[config.mk]
export PLATFORM = sky130hd
export DESIGN_NAME = note_detector
export DESIGN_NICKNAME = d
export VERILOG_FILES = /design/src/rtl/note_detector_pkg.sv /design/src/rtl/note_detector_edge_sync.sv /design/src/rtl/note_detector.sv
export SDC_FILE = /design/constraint.sdc
export NUM_CORES = 1
export LEC_CHECK = 0
export ABC_CLOCK_PERIOD_IN_PS = 5600
export CORE_MARGIN = 2
export CORE_UTILIZATION = 50
export CTS_BUF_LIST = sky130_fd_sc_hd__clkbuf_8
export DETAILED_ROUTE_END_ITERATION = 12
export GPL_TIMING_DRIVEN = 0
export PLACE_DENSITY_LB_ADDON = 0.12
export SLEW_MARGIN = 20
export SYNTH_ARGS = -nofsm -noshare
export SYNTH_HDL_FRONTEND = slang
export SYNTH_SLANG_ARGS = --single-unit
[constraint.sdc]
create_clock -name osc -period 5.6 [get_ports osc]
set_input_delay 1.12 -clock osc [delete_from_list [all_inputs] [get_ports osc]]
set_output_delay 1.12 -clock osc [all_outputs]
set_load 0.03 [all_outputs]
[src/rtl/note_detector_pkg.sv]
`default_nettype none
// +----------------------------------------------------------------------------+
// | note_detector_pkg                                                          |
// | Shared note table and threshold helpers for the note detector and for any |
// | tone generator that has to produce the same nominal pitches.              |
// |   NOTE_COUNT   : number of detectable notes (C4..C5)                       |
// |   note_e       : note index encoding (matches the note_idx output)        |
// |   note_hz()    : nominal frequency of a note in Hz                         |
// |   note_period(): nominal period in clock cycles, rounded to nearest       |
// |   note_lo/hi() : inclusive lower / exclusive upper period bound of a band |
// | Revision: 1.0 - initial release                                            |
// +----------------------------------------------------------------------------+
package note_detector_pkg;

  localparam int NOTE_COUNT = 8;

  typedef enum logic [2:0] {
    NOTE_C4 = 3'd0,
    NOTE_D4 = 3'd1,
    NOTE_E4 = 3'd2,
    NOTE_F4 = 3'd3,
    NOTE_G4 = 3'd4,
    NOTE_A4 = 3'd5,
    NOTE_B4 = 3'd6,
    NOTE_C5 = 3'd7
  } note_e;

  function automatic int note_hz(input int idx);
    case (idx)
      0:       return 262;
      1:       return 294;
      2:       return 330;
      3:       return 349;
      4:       return 392;
      5:       return 440;
      6:       return 494;
      default: return 523;
    endcase
  endfunction

  function automatic int note_period(input int clk_hz, input int idx);
    int hz;
    hz = note_hz(idx);
    return (clk_hz + hz / 2) / hz;
  endfunction

  // Periods shrink as the index rises, so a band's lower period bound sits
  // towards the next higher note and its upper bound towards the next lower.
  function automatic int note_lo(input int clk_hz, input int idx);
    if (idx >= NOTE_COUNT - 1)
      return (note_period(clk_hz, idx) * 94) / 100;
    return (note_period(clk_hz, idx) + note_period(clk_hz, idx + 1)) / 2;
  endfunction

  function automatic int note_hi(input int clk_hz, input int idx);
    if (idx <= 0)
      return (note_period(clk_hz, idx) * 106) / 100;
    return (note_period(clk_hz, idx - 1) + note_period(clk_hz, idx)) / 2;
  endfunction

endpackage
`default_nettype wire

[src/rtl/note_detector_edge_sync.sv]
`default_nettype none
// +----------------------------------------------------------------------------+
// | edge_sync                                                                  |
// | Two-flop synchronizer followed by a rising-edge detector.                 |
// |   osc  : clock                                                            |
// |   rst  : asynchronous active-high reset                                   |
// |   d    : asynchronous input                                               |
// |   rise : one-cycle pulse on a synchronized 0->1 transition                |
// | Revision: 1.0 - initial release                                            |
// +----------------------------------------------------------------------------+
module edge_sync (
  input  logic osc,
  input  logic rst,
  input  logic d,
  output logic rise
);

  logic       s1_q;
  logic       s2_q;
  logic       prev_q;
  logic [2:0] fill_q;

  always_ff @(posedge osc or posedge rst) begin
    if (rst) begin
      s1_q   <= 1'b0;
      s2_q   <= 1'b0;
      prev_q <= 1'b0;
      fill_q <= 3'b000;
    end else begin
      s1_q   <= d;
      s2_q   <= s1_q;
      prev_q <= s2_q;
      fill_q <= {fill_q[1:0], 1'b1};
    end
  end

  // Until prev_q holds a real sample, a high input would look like an edge
  // against the cleared reset value; mask it so release mid-tone is silent.
  assign rise = s2_q & ~prev_q & fill_q[2];

endmodule
`default_nettype wire

[src/rtl/note_detector.sv]
`default_nettype none
// +----------------------------------------------------------------------------+
// | note_detector                                                              |
// | Measures the rising-to-rising period of a square-wave tone and classifies |
// | it against the C4..C5 note bands.                                          |
// |   osc        : clock, all logic on rising edge                            |
// |   rst        : asynchronous active-high reset                             |
// |   tone_in    : asynchronous tone input                                    |
// |   period     : last measured period in osc cycles                         |
// |   period_stb : one-cycle pulse when period updates                        |
// |   note_idx   : detected note (note_e encoding), held while not valid      |
// |   note_valid : note_idx is a currently detected note                      |
// | Build option: define NOTE_DETECTOR_STABLE_EN to require STABLE_CNT         |
// | consecutive identical matches before the reported note changes.           |
// | Revision: 1.0 - initial release                                            |
// +----------------------------------------------------------------------------+
module note_detector
  import note_detector_pkg::*;
#(
  parameter int CLK_HZ     = 50_000_000,
  parameter int PERIOD_W   = 20,
  parameter int STABLE_CNT = 4
) (
  input  logic                osc,
  input  logic                rst,
  input  logic                tone_in,
  output logic [PERIOD_W-1:0] period,
  output logic                period_stb,
  output logic [2:0]          note_idx,
  output logic                note_valid
);

  localparam logic [PERIOD_W-1:0] CNT_ONE     = PERIOD_W'(1);
  localparam logic [PERIOD_W-1:0] CNT_MAX     = {PERIOD_W{1'b1}};
  localparam logic [PERIOD_W-1:0] CNT_PRE_SAT = CNT_MAX - CNT_ONE;

  // A 3-bit stability count can never reach a threshold outside 1..7.
  if (STABLE_CNT < 1 || STABLE_CNT > 7) begin : g_bad_stable_cnt
    $error("note_detector: STABLE_CNT must be in 1..7");
  end

  logic w_rise;

  edge_sync u_edge_sync (
    .osc  (osc),
    .rst  (rst),
    .d    (tone_in),
    .rise (w_rise)
  );

  logic [PERIOD_W-1:0] cnt_q,      cnt_d;
  logic                armed_q,    armed_d;
  logic [PERIOD_W-1:0] period_q,   period_d;
  logic                stb_q,      stb_d;
  note_e               note_idx_q, note_idx_d;
  logic                valid_q,    valid_d;

`ifdef NOTE_DETECTOR_STABLE_EN
  localparam logic [2:0] STABLE_TH = 3'(STABLE_CNT);
  logic [2:0] stab_q, stab_d;
  note_e      cand_q, cand_d;
  logic [2:0] w_stab_next;
`endif

  // Band classification of the registered period.
  logic [NOTE_COUNT-1:0] w_hit;

  for (genvar k = 0; k < NOTE_COUNT; k++) begin : g_band
    localparam logic [31:0] LO = 32'(note_lo(CLK_HZ, k));
    localparam logic [31:0] HI = 32'(note_hi(CLK_HZ, k));
    assign w_hit[k] = (32'(period_q) >= LO) && (32'(period_q) < HI);
  end

  logic  w_match;
  note_e w_match_idx;

  // Bands are disjoint, so at most one bit of w_hit is set.
  always_comb begin
    w_match     = 1'b0;
    w_match_idx = NOTE_C4;
    for (int k = 0; k < NOTE_COUNT; k++) begin
      if (w_hit[k]) begin
        w_match     = 1'b1;
        w_match_idx = note_e'(3'(k));
      end
    end
  end

  // Saturation happens on the edge where cnt steps from MAX-1 to MAX.
  logic w_sat;
  assign w_sat = armed_q && (cnt_q == CNT_PRE_SAT);

  always_comb begin
    cnt_d      = cnt_q;
    armed_d    = armed_q;
    period_d   = period_q;
    stb_d      = 1'b0;
    note_idx_d = note_idx_q;
    valid_d    = valid_q;
`ifdef NOTE_DETECTOR_STABLE_EN
    stab_d      = stab_q;
    cand_d      = cand_q;
    w_stab_next = 3'd0;
`endif

    // Period measurement; an edge on the saturating cycle only re-arms.
    if (w_rise) begin
      cnt_d   = CNT_ONE;
      armed_d = 1'b1;
      if (armed_q && !w_sat) begin
        period_d = cnt_q;
        stb_d    = 1'b1;
      end
    end else if (armed_q && (cnt_q != CNT_MAX)) begin
      cnt_d = cnt_q + CNT_ONE;
    end

    // Classify the period published on the previous cycle.
    if (stb_q) begin
      if (!w_match) begin
        valid_d = 1'b0;
`ifdef NOTE_DETECTOR_STABLE_EN
        stab_d  = 3'd0;
`endif
      end else begin
`ifdef NOTE_DETECTOR_STABLE_EN
        if (w_match_idx == cand_q) begin
          w_stab_next = (stab_q == 3'd7) ? 3'd7 : stab_q + 3'd1;
        end else begin
          w_stab_next = 3'd1;
          cand_d      = w_match_idx;
        end
        stab_d = w_stab_next;
        if (w_stab_next >= STABLE_TH) begin
          note_idx_d = w_match_idx;
          valid_d    = 1'b1;
        end
`else
        note_idx_d = w_match_idx;
        valid_d    = 1'b1;
`endif
      end
    end

    // Silence: the tone has been absent for a full counter range.
    if (w_sat) begin
      valid_d = 1'b0;
      if (!w_rise) begin
        armed_d = 1'b0;
      end
`ifdef NOTE_DETECTOR_STABLE_EN
      stab_d = 3'd0;
`endif
    end
  end

  always_ff @(posedge osc or posedge rst) begin
    if (rst) begin
      cnt_q      <= '0;
      armed_q    <= 1'b0;
      period_q   <= '0;
      stb_q      <= 1'b0;
      note_idx_q <= NOTE_C4;
      valid_q    <= 1'b0;
`ifdef NOTE_DETECTOR_STABLE_EN
      stab_q     <= 3'd0;
      cand_q     <= NOTE_C4;
`endif
    end else begin
      cnt_q      <= cnt_d;
      armed_q    <= armed_d;
      period_q   <= period_d;
      stb_q      <= stb_d;
      note_idx_q <= note_idx_d;
      valid_q    <= valid_d;
`ifdef NOTE_DETECTOR_STABLE_EN
      stab_q     <= stab_d;
      cand_q     <= cand_d;
`endif
    end
  end

  assign period     = period_q;
  assign period_stb = stb_q;
  assign note_idx   = note_idx_q;
  assign note_valid = valid_q;

endmodule
`default_nettype wire

Run 1, the clock network:
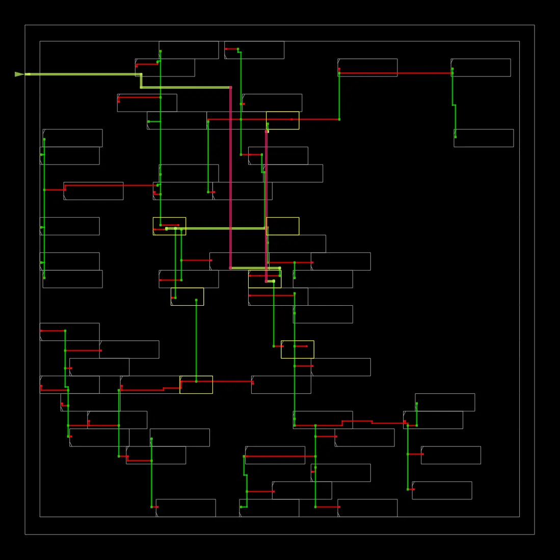
number of clock-tree buffers in the layout: 7
clock latency reported for the late side of the worst-skew pair: 0.29 ns
number of clock sinks: 52
cts bufs inserted: 5
sequential cell count: 52

Run 1, met1 routing:
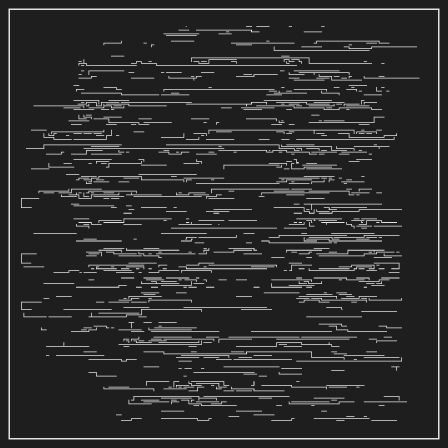
- share of all routed wire: 47%
- nets with wire on the layer: 282
- main direction: horizontal
- wire length on this layer: 2900 um
- longest straight run: 26.7 um
global-route met1 utilization: 30.1%
number of vias after detailed routing: 2241
overall routed net length: 6140 um

Run 1, cells by drive strength:
Bar = 20 um.
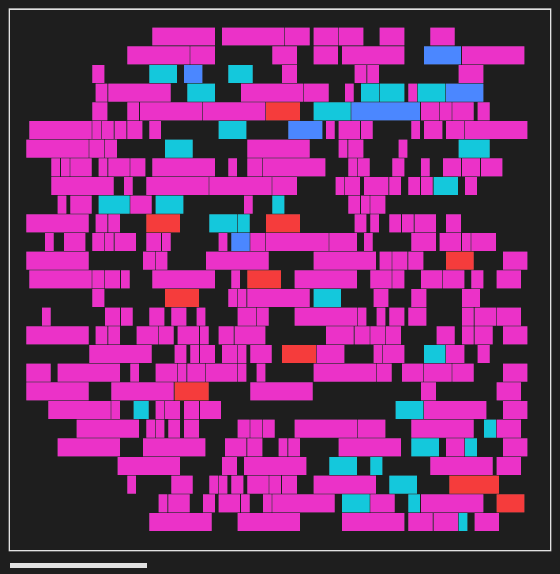
- blue: _3 and _4 cells (cells 6)
- red: _6 and larger (cells 10; most used clkbuf_8)
- cyan: _2 cells (cells 29; most used mux2_2)
- magenta: _0 and _1 cells (cells 265; most used dfrtp_1)
final non-filler cell area: 3260 um^2
nonclk buf count: 43
worst-case setup margin in the final layout: 2.90 ns
signed area change from the synthesized netlist to the final layout: 17.1%

==> datasheet_impl.txt, run 1 <==
Physical design parameters

Parameter                              Value

Outcome
  Outcome .................. finished clean

Floorplan
  Die y size .................. about 80 um
  Init Core Util .................. 51.3%
  Tap cell instance count .................. 72
  Total I/O pin count .................. 28
  Chip width .................. 78.7 um
  Count of standard-cell rows .................. 27

Route
  Remaining number of nets flagged by the antenna check after routing .................. 0
  Initial DRC count .................. 103
  Total length of routed met2 wires .................. 2930 um
  Wire length on met1 .................. 2900 um
  Metal3 WL .................. around 230 um
  DRC violation count after routing .................. 0
  Average routed wire per standard cell .................. ~16 um

Pwr
  Leakage dissipation .................. 1.36 nW
  Switching share of power .................. 31.8%
  Combinational group power .................. 0.213 mW
  Post-layout power .................. around 0.9 mW
  Power share of the sequential group .................. 51.7%

Layout
  Most frequently placed logic cell in the final layout .................. sky130_fd_sc_hd__dfrtp_1
  Final antenna diode count .................. 0
  Multi-input logic area .................. between 1000 and 1500 um^2
  Cell Count, Final, Fillers Out .................. around 380
  Core Util, Final .................. 60.0%
  Total number of multi-input combinational cells .................. 197
  Number of inverters outside the clock class in the layout .................. 11
  Leading cell category by total area .................. multi-input combinational cells
  Sequential fraction of total cell area .................. roughly two fifths
  Register Area .................. 1300 um^2

Yosys
  Yosys warns .................. 0
  Biggest area cells .................. sky130_fd_sc_hd__dfrtp_1, sky130_fd_sc_hd__mux2_2, sky130_fd_sc_hd__nand4_1
  Sequential cell area fraction in the yosys report .................. between 40% and 50%
  Synth area leader .................. sky130_fd_sc_hd__dfrtp_1
  Post-synth top flop .................. sky130_fd_sc_hd__dfrtp_1
  Area fraction in and, or, nand and nor cells after synthesis .................. 21.3%
  Post-synth regs .................. 52
  Mean Syn Cell Area .................. approximately 10 um^2
  Compound-gate portion of the synthesized area .................. roughly 15%
  Chip area from the yosys synthesis statistics .................. between 2000 and 3000 um^2
  Ys async rst share .................. 100%
  Multiplexer share .................. 8.30%
  Flip-flops with a built-in enable .................. 0

Critical path
  Slowest-stage cell, CP .................. sky130_fd_sc_hd__clkdlybuf4s50_1
  Sequence of cells on the critical path .................. clkdlybuf4s50_1
  Terminus of the critical flop-to-flop path .................. note_idx[0]$_DFFE_PP0P_
  Type of element capturing the critical path .................. output pin
  Worst path arrival time .................. 1.58 ns
  CP required .................. 4.48 ns
  Sort of element at the start of the critical path .................. register
  Reg2reg path depth .................. 7
  CP Launch Point .................. period[10]$_DFFE_PP0P_

Hold path
  Worst hold stages .................. 0
  Kind of path behind the tightest hold check .................. register to register

Final timing
  Final period utilization .................. 48.1%
  Worst slew margin relative to its limit .................. 51.1%
  Finish-stage setup viols .................. 0
  Final Hold Vio Count .................. 0
  Final Critical Period .................. about 2.7 ns

Global route
  Most heavily used metal layer in global routing .................. met2
  Met2 Usage GRT .................. around a third
  Gr ovfl total .................. 0
  Met3 track demand over resource in global routing .................. 2.76%
  Vias in the first global route .................. around 2100
  Maximum number of pins on one net before global-route repair .................. 31

Place
  Cell area reported after detailed placement .................. 3170 um^2
  Worst slack, placed .................. ~3.2 ns
  Count of input and output buffers .................. 27

Clocking
  CTS clock-pin slew for the worst setup and hold paths .................. ~0.090 ns
  TritonCTS clock tree .................. done

Run
  Number of warnings in the stage logs .................. 27
  Max-cap viol count .................. 0
Run 1, met2 routing:
Cells faint in the background.
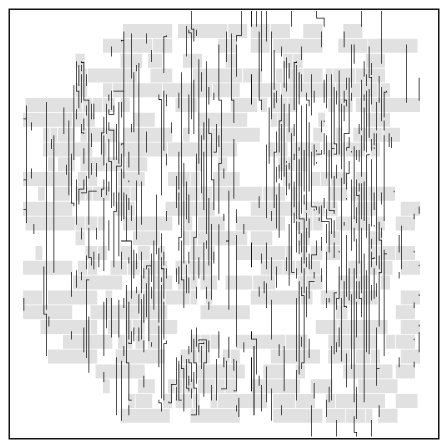

## Run 2: what changed since run 1
- ABC_CLOCK_PERIOD_IN_PS: 5600 -> 2300
- clock period: 5.6 -> 2.3 ns (I/O delays scaled with it)
Run 2, met2 routing:
Cells faint in the background.
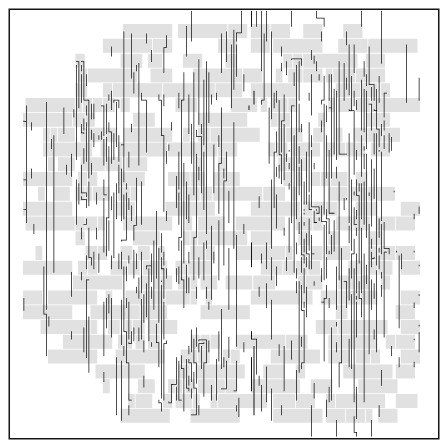
- nets with wire on the layer: 264
- share of all routed wire: 47%
- wire length on this layer: 2880 um
overall routed net length: 6130 um
number of vias after detailed routing: 2250

==> run 2 against run 1 <==
Total power is 140% higher. Cell count stayed put. First-iteration DRC count rose by 6.8%. Global-route usage unchanged. Critical endpoint is now note_idx[0]$_DFFE_PP0P_. Largest cell class unchanged.
==> datasheet_impl.txt, run 2 <==
Physical design parameters

Parameter                              Value

Final timing
  Final period utilization .................. between 90% and 100%
  Final Hold Vio Count .................. 0
  Final Critical Period .................. about 2.2 ns
  Worst slew margin relative to its limit .................. 51.1%

Critical path
  Worst path arrival time .................. 2.42 ns
  Reg2reg path depth .................. 6
  Sequence of cells on the critical path .................. or4b_4 > nor4_2 > o211ai_1 > o31a_2 > a41oi_4 > mux2_4
  Sort of element at the start of the critical path .................. register
  Slowest-stage cell, CP .................. sky130_fd_sc_hd__or4b_4
  CP required .................. approximately 2.5 ns
  Terminus of the critical flop-to-flop path .................. note_idx[0]$_DFFE_PP0P_

Yosys
  Area fraction in and, or, nand and nor cells after synthesis .................. 21.3%
  Sequential cell area fraction in the yosys report .................. between 40 and 50%
  Synth area leader .................. sky130_fd_sc_hd__dfrtp_1
  Flip-flops with a built-in enable .................. 0
  Chip area from the yosys synthesis statistics .................. ~2800 um^2
  Ys async rst share .................. 100%
  Mean Syn Cell Area .................. 10.1 um^2
  Biggest area cells .................. sky130_fd_sc_hd__dfrtp_1, sky130_fd_sc_hd__mux2_2, sky130_fd_sc_hd__nand4_1
  Post-synth regs .................. 52
  Compound-gate portion of the synthesized area .................. ~15%

Clocking
  Cts bufs inserted .................. 5
  TritonCTS clock tree .................. done

Floorplan
  Tap cell instance count .................. 72
  Init Core Util .................. 51.3%
  Total I/O pin count .................. 28
  Count of standard-cell rows .................. 27

Hold path
  Worst hold stages .................. 0
  Kind of path behind the tightest hold check .................. register to register

Route
  DRC violation count after routing .................. 0
  Metal3 WL .................. 253 um

Layout
  Sequential fraction of total cell area .................. 39.5%
  Signed area change from the synthesized netlist to the final layout .................. 18.2%
  Most frequently placed logic cell in the final layout .................. sky130_fd_sc_hd__dfrtp_1
  Multi-input logic area .................. 1390 um^2
  Leading cell category by total area .................. multi-input combinational cells
  Cell Count, Final, Fillers Out .................. 382
  Total number of multi-input combinational cells .................. 197
  Final non-filler cell area .................. 3300 um^2

Run
  Max-cap viol count .................. 0

Global route
  Vias in the first global route .................. between 2000 and 2500
  Met3 track demand over resource in global routing .................. under 10%
  Most heavily used metal layer in global routing .................. met2
  Gr ovfl total .................. 0

Pwr
  Switching share of power .................. 31.9%

Place
  Worst slack, placed .................. 0.0861 ns
  Cell area reported after detailed placement .................. 3170 um^2

Outcome
  Outcome .................. finished clean
Run 2, signal wires by layer:
Only two layers are drawn.
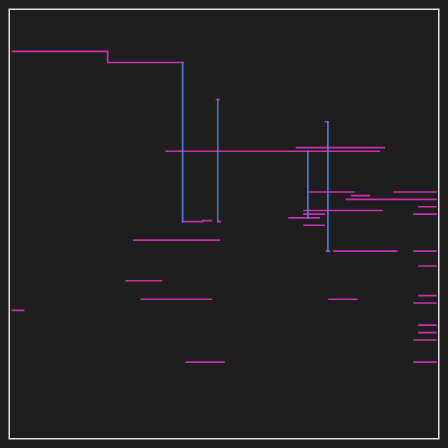
- blue: metal 4 (wire length 87.7 um)
- magenta: metal 3 (wire length 253 um)
Total GRT Usage: 21.6%
average routed wire per standard cell: 16.0 um

Run 2, the clock network:
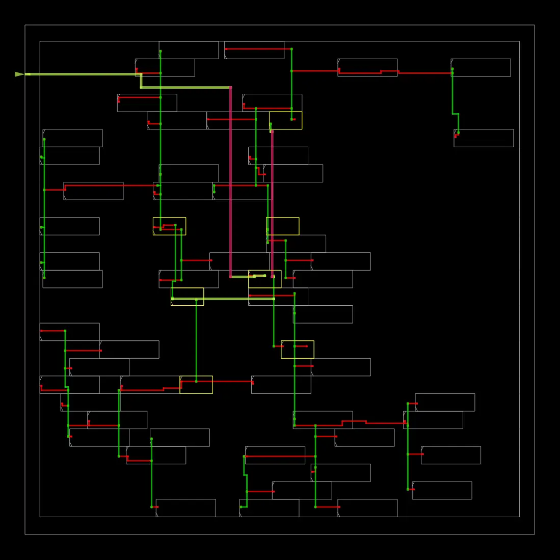

## Run 3: what changed since run 2
- ABC_CLOCK_PERIOD_IN_PS: 2300 -> 2050
- CORE_UTILIZATION: 50 -> 53
- clock period: 2.3 -> 2.05 ns (I/O delays scaled with it)
Run 3, the clock network:
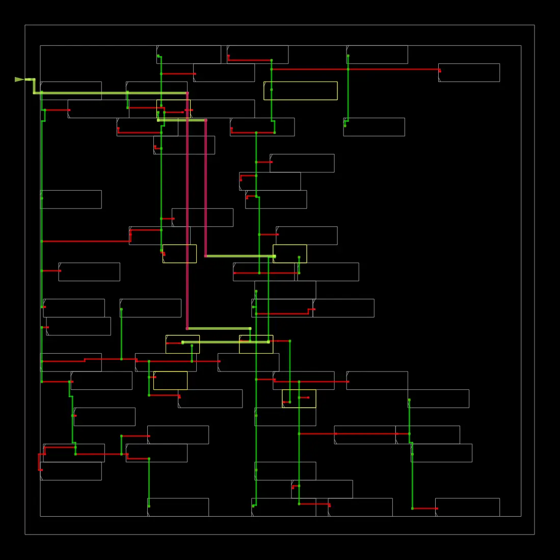
P_clk: 0.753 mW
Layout Skew: 0.00448 ns
clock latency reported for the late side of the worst-skew pair: 0.30 ns

==> run 3 against run 2 <==
The flow now finishes with violations (negative setup slack). Clock power rose by 38%. First-iteration DRC count is 30% lower. Largest power group unchanged. Synthesized cell count is the same. Design area grew 8.8%. Combinational power rose by 29%.
==> datasheet_impl.txt, run 3 <==
Physical design parameters

Parameter                              Value

Outcome
  Outcome .................. complete, but fails checks
  Violations in the final reports .................. negative setup slack

Layout
  Signed area change from the synthesized netlist to the final layout .................. 28.7%
  Leading cell category by total area .................. multi-input combinational cells
  Most frequently placed logic cell in the final layout .................. sky130_fd_sc_hd__dfrtp_1
  Number of inverters outside the clock class in the layout .................. 11
  Final non-filler cell area .................. 3590 um^2
  Number of clock-tree buffers in the layout .................. 7
  Sequential fraction of total cell area .................. 36.6%
  Register Area .................. 1310 um^2
  Total number of multi-input combinational cells .................. approximately 200
  Cell Count, Final, Fillers Out .................. 399
  Nonclk buf count .................. 61
  Sequential cell count .................. ~52

Critical path
  Sequence of cells on the critical path .................. buf_6 > or4_4 > o2111ai_2 > a211o_2 > a41oi_4 > buf_4 > buf_6 > o22a_2
  CP Launch Point .................. period[7]$_DFFE_PP0P_
  Type of element capturing the critical path .................. register
  CP required .................. 2.25 ns
  Terminus of the critical flop-to-flop path .................. note_valid$_DFFE_PP0P_
  Sort of element at the start of the critical path .................. register
  Worst path arrival time .................. about 2.3 ns

Final timing
  Final Critical Period .................. 2.12 ns
  Worst-case setup margin in the final layout .................. -0.0687 ns
  Finish-stage setup viols .................. 3
  Final Hold Vio Count .................. 0

Yosys
  Post-synth top flop .................. sky130_fd_sc_hd__dfrtp_1
  Compound-gate portion of the synthesized area .................. approximately 15%
  Flip-flops with a built-in enable .................. 0
  Area fraction in and, or, nand and nor cells after synthesis .................. 21.3%
  Multiplexer share .................. 8.30%
  Synth area leader .................. sky130_fd_sc_hd__dfrtp_1
  Biggest area cells .................. sky130_fd_sc_hd__dfrtp_1, sky130_fd_sc_hd__mux2_2, sky130_fd_sc_hd__nand4_1
  Yosys warns .................. 0
  Post-synth regs .................. ~52
  Sequential cell area fraction in the yosys report .................. a little under half
  Chip area from the yosys synthesis statistics .................. 2790 um^2
  Mean Syn Cell Area .................. slightly above 10 um^2

Floorplan
  Chip width .................. 76.5 um
  Total I/O pin count .................. 28
  Count of standard-cell rows .................. 26
  Die y size .................. 76.5 um
  Init Core Util .................. 54.6%
  Tap cell instance count .................. 70

Global route
  Met2 Usage GRT .................. 36.1%
  Vias in the first global route .................. between 2000 and 2500
  Global-route met1 utilization .................. 32.5%
  Gr ovfl total .................. 0
  Maximum number of pins on one net before global-route repair .................. 29
  Met3 track demand over resource in global routing .................. 3.20%

Pwr
  Leakage dissipation .................. 1.52 nW
  Combinational group power .................. 0.667 mW
  Switching share of power .................. 31.5%
  Post-layout power .................. 2.71 mW
  Power share of the sequential group .................. 47.7%

Route
  Wire length on met1 .................. 2930 um
  DRC violation count after routing .................. 0
  Initial DRC count .................. 77

Place
  Cell area reported after detailed placement .................. about 3200 um^2
  Count of input and output buffers .................. 27
  Worst slack, placed .................. -0.172 ns

Hold path
  Kind of path behind the tightest hold check .................. register to register

Clocking
  TritonCTS clock tree .................. done
  Cts bufs inserted .................. 5

Run
  Number of warnings in the stage logs .................. 30
  Max-cap viol count .................. 0
Run 3, signal wires by layer:
Only two layers are drawn.
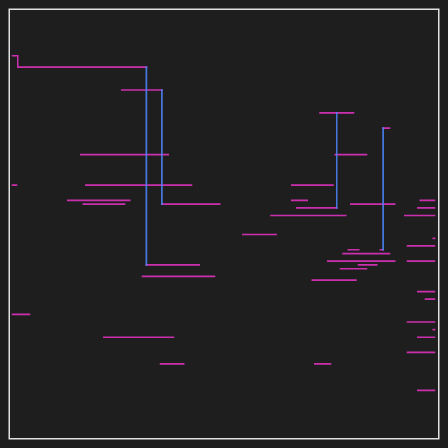
- blue: metal 4 (wire length 94.5 um)
- magenta: metal 3 (wire length 278 um)
Total GRT Usage: 23.0%
number of vias after detailed routing: 2365
overall routed net length: 6490 um
average routed wire per standard cell: 16.3 um

Power is estimated from default activity; no workload was simulated.
